### src/rtl/mem_arbiter.sv
// mem_arbiter: two-requester RAM arbiter with bounded hold and read-return routing; ARB_ROUND_ROBIN_EN selects round-robin tie-break
module mem_arbiter #(
  parameter int AW = 9,
  parameter int DW = 16,
  parameter int MAX_HOLD = 8
) (
  input  logic          clk,
  input  logic          reset,
  input  logic [1:0]    req0_cmd,
  input  logic [AW-1:0] req0_addr,
  input  logic [DW-1:0] req0_wdata,
  input  logic          req0_lock,
  output logic          gnt0,
  output logic          rvalid0,
  input  logic [1:0]    req1_cmd,
  input  logic [AW-1:0] req1_addr,
  input  logic [DW-1:0] req1_wdata,
  input  logic          req1_lock,
  output logic          gnt1,
  output logic          rvalid1,
  output logic [DW-1:0] rdata,
  output logic [1:0]    ram_cmd,
  output logic [AW-1:0] ram_addr,
  output logic [DW-1:0] ram_wdata,
  input  logic [DW-1:0] ram_rdata,
  output logic [1:0]    owner,
  output logic          busy
);
  typedef enum logic [1:0] {IDLE = 2'b00, OWN0 = 2'b01, OWN1 = 2'b10} state_t;
  state_t state_q, state_d;
  logic [7:0] hold_q, hold_d;
  logic last_owner_q, last_owner_d, rd_pend_q, rd_pend_d, rd_id_q, rd_id_d;
  logic p0, p1, own1, mine_p, other_p, mine_lock, rel, tie1;
  assign p0 = req0_cmd == 2'b01 || req0_cmd == 2'b10;
  assign p1 = req1_cmd == 2'b01 || req1_cmd == 2'b10;
  assign own1 = state_q == OWN1;
  assign busy = state_q != IDLE;
  assign owner = state_q;
  assign gnt0 = state_q == OWN0 && p0;
  assign gnt1 = own1 && p1;
  assign ram_cmd = (gnt0 || gnt1) ? (own1 ? req1_cmd : req0_cmd) : 2'b00;
  assign ram_addr = own1 ? req1_addr : req0_addr;
  assign ram_wdata = own1 ? req1_wdata : req0_wdata;
  assign rvalid0 = rd_pend_q && !rd_id_q;
  assign rvalid1 = rd_pend_q && rd_id_q;
  assign rdata = ram_rdata;
`ifdef ARB_ROUND_ROBIN_EN
  assign tie1 = !last_owner_q;
`else
  assign tie1 = 1'b0;
`endif
  // arbitration, forced/voluntary release, hold counting and read tagging
  always_comb begin
    mine_p = own1 ? p1 : p0;
    other_p = own1 ? p0 : p1;
    mine_lock = own1 ? req1_lock : req0_lock;
    rel = (hold_q == 8'(MAX_HOLD - 1) && other_p) || (!mine_p && !mine_lock);
    state_d = state_q == IDLE ? (p0 && p1 ? (tie1 ? OWN1 : OWN0) : p0 ? OWN0 : p1 ? OWN1 : IDLE)
            : rel ? (other_p ? (own1 ? OWN0 : OWN1) : IDLE) : state_q;
    hold_d = state_d != state_q ? 8'd0
           : (busy && other_p && hold_q != 8'(MAX_HOLD)) ? hold_q + 8'd1 : hold_q;
    last_owner_d = state_d == OWN1 ? 1'b1 : state_d == OWN0 ? 1'b0 : last_owner_q;
    rd_pend_d = ram_cmd == 2'b10;
    rd_id_d = own1;
  end
  // state registers; reset drops any in-flight read
  always_ff @(posedge clk) begin
    if (reset) begin
      state_q <= IDLE;
      hold_q <= 8'd0;
      last_owner_q <= 1'b1;
      rd_pend_q <= 1'b0;
      rd_id_q <= 1'b0;
    end else begin
      state_q <= state_d;
      hold_q <= hold_d;
      last_owner_q <= last_owner_d;
      rd_pend_q <= rd_pend_d;
      rd_id_q <= rd_id_d;
    end
  end
endmodule

### config.mk
export PLATFORM = sky130hd
export DESIGN_NAME = mem_arbiter
export DESIGN_NICKNAME = d
export VERILOG_FILES = /design/src/rtl/mem_arbiter.sv
export SDC_FILE = /design/constraint.sdc
export NUM_CORES = 1
export LEC_CHECK = 0
export CORE_MARGIN = 8
export CORE_UTILIZATION = 26
export DETAILED_ROUTE_END_ITERATION = 16
export PLACE_DENSITY_LB_ADDON = 0.1
export SYNTH_ARGS = -nofsm -noshare
export SYNTH_HDL_FRONTEND = slang
export SYNTH_SLANG_ARGS = --single-unit
### constraint.sdc
create_clock -name clk -period 1.5 [get_ports clk]
set_input_delay 0.15 -clock clk [delete_from_list [all_inputs] [get_ports clk]]
set_output_delay 0.15 -clock clk [all_outputs]
set_load 0.01 [all_outputs]
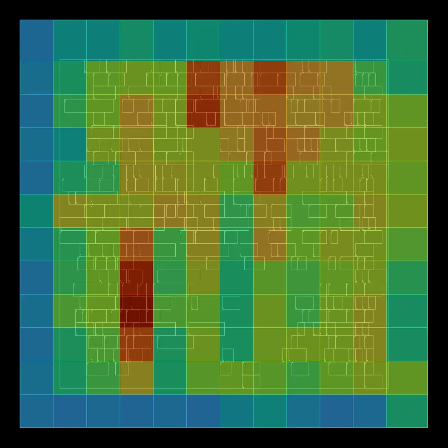
Fig. 1. Routing congestion map.
met3 GRT Util: 4.00%
post-layout util: 52.0%
GRT met2 Usage: 25.0%
busiest grt layer: met2

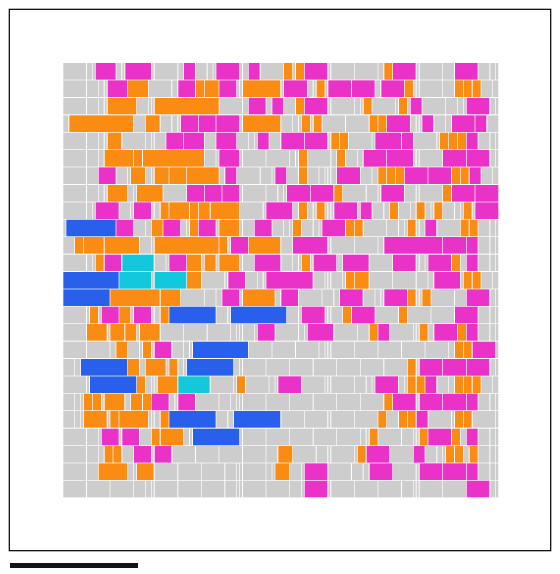
Fig. 2. Cells colored by class.
Bar = 20 um. Fill, decap, tap and diode cells in gray.
class	color	cells
all other logic	orange	149
flip-flops	blue	12
clock drivers and dummy loads	cyan	4
other buffers and delay cells	magenta	129

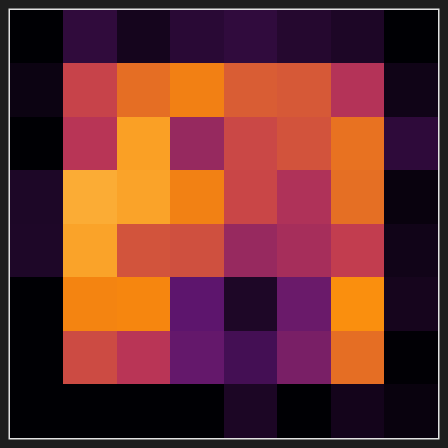
Fig. 3. Cell area per tile.
The die is cut into 8 by 8 equal tiles; black is low, pale yellow is high, 0 to 100% covered.
nearly empty tiles	17%
fullest tile	82%
tiles over 75% full	7.8%

==> impl_metrics.csv <==
group,metric,value,unit
min_path,min-delay-start,"ram_rdata[2]",
synth,simple_gate_share,43.2,%
final_timing,fin_crit,1.73,ns
synth,top_area_cell,"nand2_1",
pwr,p_int,1.01,mW
clock_network,cts_max_path_buffers,2,
synth,numSynthFlops,12,
route,drt-total-wl,5030,um
final_timing,hold_violations,0,
global_routing,grt_max_degree,26,
critical_path,crit_slowest_cell,"or3_4",
floorplan,die_w,84.4,um
clock_network,htreeDepth,1,
final_timing,slew_headroom,76.0,%
critical_path,r2r_slack,-0.23,ns
critical_path,cp_slowest_stage_delay,0.38,ns
cells_and_area,lay_top_count,"nand2_1",
pwr,pwr-share-seq,22.8,%
critical_path,critical_path_peak_fanout,8,
clock_network,cts_resized,76,
floorplan,ios,124,
pwr,power.group.top,"combinational cells",
cells_and_area,num-nonclk-inverters,7,
route,m1WireLength,1980,um
final_timing,skew,0.000379,ns
route,highest_layer,"met4",
final_timing,drv_slew,0,
synth,synth-main-ff-cell,"dfxtp_1",
critical_path,path_cells,"nor4_4 -> nand4b_1 -> or3_4 -> a32oi_4 -> nor2_1",
cells_and_area,layout_top_cells,"nand2_1 (75), clkdlybuf4s50_1 (57), buf_4 (31), clkbuf_2 (18), nor2_1 (15)",
cells_and_area,bufAreaShareNonClock,46.8,%
synth,netlist_instances,184,
cells_and_area,largest-register,"hold_q",
route,routed-wl-met2,2650,um
pwr,swShare,32.6,%
cells_and_area,logic_area,880,sq um
cells_and_area,n_all_buffers,129,
clock_network,cts-root-buf,"clkbuf_8",
final_timing,fin_crit_sh,116,%
route,drt-pass1-iter-count,4,
critical_path,crit_start,"hold_q[6]$_SDFFE_PP0P_",
synth,ys_types,40,
min_path,worstHoldEndpoint,"rdata[2]",
clock_network,cts_sinks,12,
final_timing,rsz0062_at_grt,"yes",
cells_and_area,logic_gates,142,
cells_and_area,seq_cells,12,
placed_design,place_inst,336,
synth,yosys.area.top_type_share,23.5,%
final_timing,fin_ws,-0.233,ns
cells_and_area,area_delta_synth_final,98.0,%
run_status,failed_checks,"negative setup slack",
critical_path,worst_setup_path_start_kind,"flop",
run_status,status,"finished with violations",
global_routing,grt_pass1_vias,1444,
critical_path,reg2reg_from,"hold_q[6]$_SDFFE_PP0P_",
pwr,power.density,623,mW/mm^2
placed_design,dp_slack,-0.460,ns
route,wl_met3,367,um
min_path,min_path_cells,0,
synth,mux_area_share,1.65,%
flow_run,warnings,30,
clock_network,hold_buffers,0,
synth,synthXorXnorAreaFrac,8.02,%
floorplan,fp-row-count,25,
cells_and_area,biggestCellCategory,"non-clock buffers",
synth,syn_area,0.00122,sq mm
floorplan,die_h,84.4,um
clock_network,cts_setup_buffers,4,
synth,ys_cells,184,
route,drtIter0Drc,32,
synth,synth-seq-area-share,19.8,%
clock_network,cts_tree,"done",
clock_network,insertion_delay,0.23,ns
synth,ys_sh_aoi,9.67,%
clock_network,clk_pin_slew,0.05,ns
final_timing,setup_viol,10,
global_routing,antenna_found_initial,0,
clock_network,numCtsBuffers,3,
cells_and_area,nClkBuffers,4,
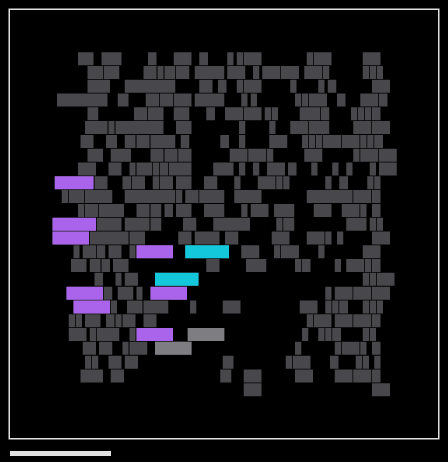
Fig. 4. Sequential cells grouped by signal name.
Bar = 20 um. Other sequential cells in the stronger gray, the rest of the logic in the fainter gray.
signal	color	placed flops
hold_q	purple	8
owner	cyan	2
sequential logic power: 342 uW
sequential cell area share: 10.5%
register area: 253 sq um

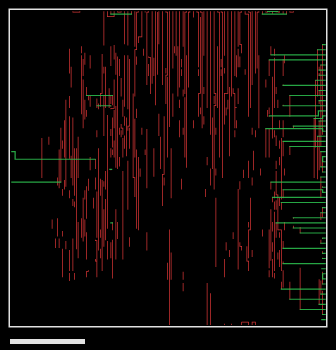
Fig. 5. Metal layers overlaid.
Bar = 20 um. Two of the layers only.
layer	color	wire length
met2	red	2650 um
met3	green	368 um

Power and IR drop assume default switching activity.
